[src/rtl/sail_bp_pkg.sv]
// Shared encodings and next-state helper for the 2-bit saturating branch counters.
package sail_bp_pkg;

    localparam logic [1:0] BP_STRONG_NT = 2'b00;
    localparam logic [1:0] BP_WEAK_NT   = 2'b01;
    localparam logic [1:0] BP_WEAK_T    = 2'b10;
    localparam logic [1:0] BP_STRONG_T  = 2'b11;

    function automatic logic [1:0] bp_sat_next(input logic [1:0] state, input logic taken);
        logic [1:0] next_s;
        case (state)
            BP_STRONG_NT: next_s = taken ? BP_WEAK_NT  : BP_STRONG_NT;
            BP_WEAK_NT:   next_s = taken ? BP_WEAK_T   : BP_STRONG_NT;
            BP_WEAK_T:    next_s = taken ? BP_STRONG_T : BP_WEAK_NT;
            BP_STRONG_T:  next_s = taken ? BP_STRONG_T : BP_WEAK_T;
            default:      next_s = BP_WEAK_NT;
        endcase
        return next_s;
    endfunction

endpackage

[src/rtl/bp_sat_counter.sv]
// One 2-bit saturating predictor entry; trains only when enabled.
module bp_sat_counter
    import sail_bp_pkg::*;
(
    input  logic       clk,
    input  logic       reset,
    input  logic       en,
    input  logic       taken,
    output logic [1:0] state
);

    logic [1:0] state_r;

    // Entry state: reset to weak not-taken, otherwise step toward the resolved direction.
    always_ff @(posedge clk) begin
        if (reset) begin
            state_r <= BP_WEAK_NT;
        end else if (en) begin
            state_r <= bp_sat_next(state_r, taken);
        end else begin
            state_r <= state_r;
        end
    end

    assign state = state_r;

endmodule

[src/rtl/branch_history_predictor.sv]
// Direct-mapped 2-bit-counter branch predictor with zero-latency lookup, mistake
// detection for the downstream mistake register, and saturating statistics.
module branch_history_predictor
    import sail_bp_pkg::*;
#(
    parameter int IDX_BITS = 4,
    parameter int CNT_W    = 32
) (
    input  logic             clk,
    input  logic             reset,
    input  logic             branch_decode_sig,
    input  logic [31:0]      fetch_pc,
    output logic             prediction,
    input  logic             branch_mem_sig,
    input  logic [31:0]      mem_pc,
    input  logic             actual_branch_decision,
    input  logic             prediction_mem,
    output logic             mistake,
    output logic [CNT_W-1:0] branch_count,
    output logic [CNT_W-1:0] mispredict_count
);

    localparam int ENTRIES = 1 << IDX_BITS;

    logic [IDX_BITS-1:0] fetch_idx_s;
    logic [IDX_BITS-1:0] mem_idx_s;
    logic [1:0]          entry_s [ENTRIES];
    logic [CNT_W-1:0]    branch_count_r;
    logic [CNT_W-1:0]    mispredict_count_r;
    logic                unused_pc_bits_s;

    assign fetch_idx_s = fetch_pc[IDX_BITS+1:2];
    assign mem_idx_s   = mem_pc[IDX_BITS+1:2];
    assign unused_pc_bits_s = ^{fetch_pc[31:IDX_BITS+2], fetch_pc[1:0],
                                mem_pc[31:IDX_BITS+2], mem_pc[1:0]};

    // Only the entry addressed by the resolving branch trains; aliases share it.
    for (genvar g = 0; g < ENTRIES; g++) begin : g_entry
        bp_sat_counter u_cnt (
            .clk   (clk),
            .reset (reset),
            .en    (branch_mem_sig && (mem_idx_s == IDX_BITS'(g))),
            .taken (actual_branch_decision),
            .state (entry_s[g])
        );
    end

    // Lookup reads the registered entry, so a same-cycle update is seen next cycle.
    assign prediction = branch_decode_sig & entry_s[fetch_idx_s][1];
    assign mistake    = branch_mem_sig & (prediction_mem ^ actual_branch_decision);

    // Statistics counters saturate at all-ones instead of wrapping.
    always_ff @(posedge clk) begin
        if (reset) begin
            branch_count_r     <= '0;
            mispredict_count_r <= '0;
        end else begin
            if (branch_mem_sig && (branch_count_r != {CNT_W{1'b1}})) begin
                branch_count_r <= branch_count_r + CNT_W'(1);
            end else begin
                branch_count_r <= branch_count_r;
            end
            if (mistake && (mispredict_count_r != {CNT_W{1'b1}})) begin
                mispredict_count_r <= mispredict_count_r + CNT_W'(1);
            end else begin
                mispredict_count_r <= mispredict_count_r;
            end
        end
    end

    assign branch_count     = branch_count_r;
    assign mispredict_count = mispredict_count_r;

endmodule

[config.mk]
export PLATFORM = sky130hd
export DESIGN_NAME = branch_history_predictor
export DESIGN_NICKNAME = d
export VERILOG_FILES = /design/src/rtl/sail_bp_pkg.sv /design/src/rtl/bp_sat_counter.sv /design/src/rtl/branch_history_predictor.sv
export SDC_FILE = /design/constraint.sdc
export NUM_CORES = 1
export LEC_CHECK = 0
export CAP_MARGIN = 20
export CORE_ASPECT_RATIO = 0.6
export CORE_MARGIN = 3
export CORE_UTILIZATION = 35
export DETAILED_ROUTE_END_ITERATION = 7
export GPL_TIMING_DRIVEN = 0
export PLACE_DENSITY_LB_ADDON = 0.15
export SLEW_MARGIN = 20
export SYNTH_ARGS = -nofsm -noshare
export SYNTH_HDL_FRONTEND = slang
export SYNTH_HIERARCHICAL = 1
export SYNTH_SLANG_ARGS = --single-unit
[constraint.sdc]
create_clock -name clk -period 4.1 [get_ports clk]
set_input_delay 1.025 -clock clk [delete_from_list [all_inputs] [get_ports clk]]
set_output_delay 1.025 -clock clk [all_outputs]
set_load 0.05 [all_outputs]
The metal 1 layer:
Supply wires on this layer in grey.
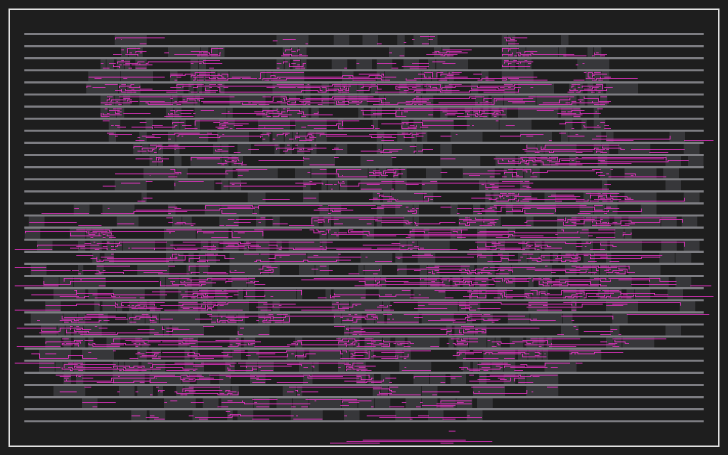
nets with wire on the layer = 672
main direction = horizontal
longest straight run = 43.2 microns
share of all routed wire = 49%
wire length on this layer = 7,320 microns

Pin map:
Bar = 50 microns. Pins as bars across the die edge, other pins in grey.
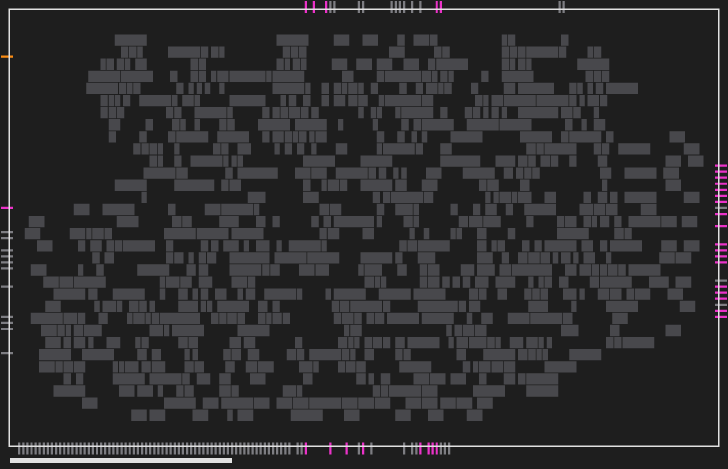
clk -> orange  # pins 1, direction input, edge west
mispredict_count -> magenta  # pins 32, direction output, edge 18 east, 8 south, 5 north, 1 west

The metal 2 layer:
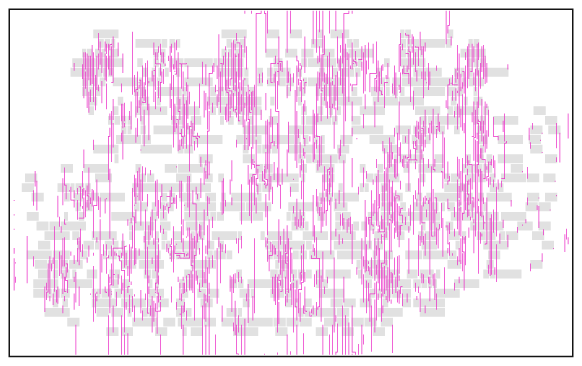
share of all routed wire = 43%
nets with wire on the layer = 635
longest straight run = 37.6 microns
wire length on this layer = 6,530 microns
main direction = vertical

==> impl_metrics.tcl <==
# collected from the flow reports
set metrics [dict create \
    p_seq_share_pct 50.6 \
    path_cells "clkdlybuf4s50_1 > mux4_2 > mux4_2 > and2_1 > clkbuf_2" \
    slew_headroom_pct 38.8 \
    nNonClkBuffers 99 \
    top_area_cell "dfxtp_1" \
    ys_warn_count 6 \
    synth_async_sr_flop_share_pct 0 \
    tool_warnings 82 \
    hold_viol_final 0 \
    layout-drive-gt1-share_pct 7.68 \
    clock_net_power_uw 783 \
    syn-num-nets 691 \
    ys_sh_xor_pct 2.31 \
    clk_pin_slew_ns 0.06 \
    synth_cells 619 \
    wl_per_cell_microns 16.7 \
    nFillCells 1327 \
    period_needed_ns 3.95 \
    busiest_layer "met2" \
    core_area_sq_um 13300 \
    timing.final.crit_share_pct 96.2 \
    synth_cell_types 46 \
    clockBufferDepth 2 \
    power_leader "registers" \
    met2_usage_pct 28.8 \
    cap_violations 0 \
    setup_tns_ns 0 \
    ys_cells 619 \
    timing.final.max_slew_violations 0 \
    grt.total_usage_pct 18.9 \
    overflow 0 \
    p_leak_nw 2.13 \
    mux_share_pct 4.07 \
    antenna_found_initial 0 \
    place_inst 887 \
    met3WireLength_microns 971 \
    use_met3_pct 4.79 \
    max_stage_delay_ns 0.65 \
    synth-edff-count 0 \
    p_comb_uw 180 \
    status "completed" \
    post-cts-setup-buffers 0 \
    logic_area_sq_um 2750 \
    cp.arrival_ns 2.92 \
    cts_buffers 9 \
    layout_top_cell "dfxtp_1" \
    ys_sh_adder_pct 0.508 \
    comb_cells 464 \
    finalNonFillerCells 903 \
    max_clock_freq_mhz 253 \
    clock_power_share_pct 40.2 \
    worstSkewPairLatency_ns 0.34 \
    rows 32 \
    cell_internal_pwr_mw 1.46 \
    synth_area_sq_um 4920 \
    rr_startpoint "mispredict_count[3]$_SDFFE_PP0P_" \
    compound_area_share_pct 23.8 \
    cts_resized 3 \
    cpMostUsedCell "mux4_2" \
    clkbuf_count 11 \
    seq-cell-share_pct 30.8 \
    antenna_cells 0 \
    io_pins 136 \
    die_width_microns 159 \
    route.met2.wl_microns 6530 \
    grt_max_degree 57 \
    synthToLayoutAreaGrowth_pct 26.9 \
    top_cell_area_share_pct 39.0 \
    dr_total_vias 5130 \
    final-nonclk-buf-share_pct 14.6 \
    criticalPathCategory "in -> out" \
    avgSynthCellArea_sq_um 7.95 \
    total_power_mw 1.95 \
    drc 0 \
]
worst max path at each step:
stage                            from          to  slack, ns  depth (start not counted)
3_3_place_gp   actual_branch_decision     mistake      -1.47                          5
6_report                  fetch_pc[3]  prediction       0.15                          5
4_1_cts                   fetch_pc[2]  prediction       0.01                          5
3_5_place_dp              fetch_pc[2]  prediction      -0.54                          5
5_1_grt                   fetch_pc[3]  prediction       0.17                          5
2_1_floorplan             fetch_pc[2]  prediction       0.81                          3
sequential cells by signal, indices dropped and copies added, names as in the netlist:
register / cells
branch_count: 32
g_entry.u_cnt/state: 32
mispredict_count: 32
worst max-delay path, delay by kind of cell:
family	cells	cell delay [ns]
mux	2	0.84
simple gates	1	0.17
buf+inv	2	0.88
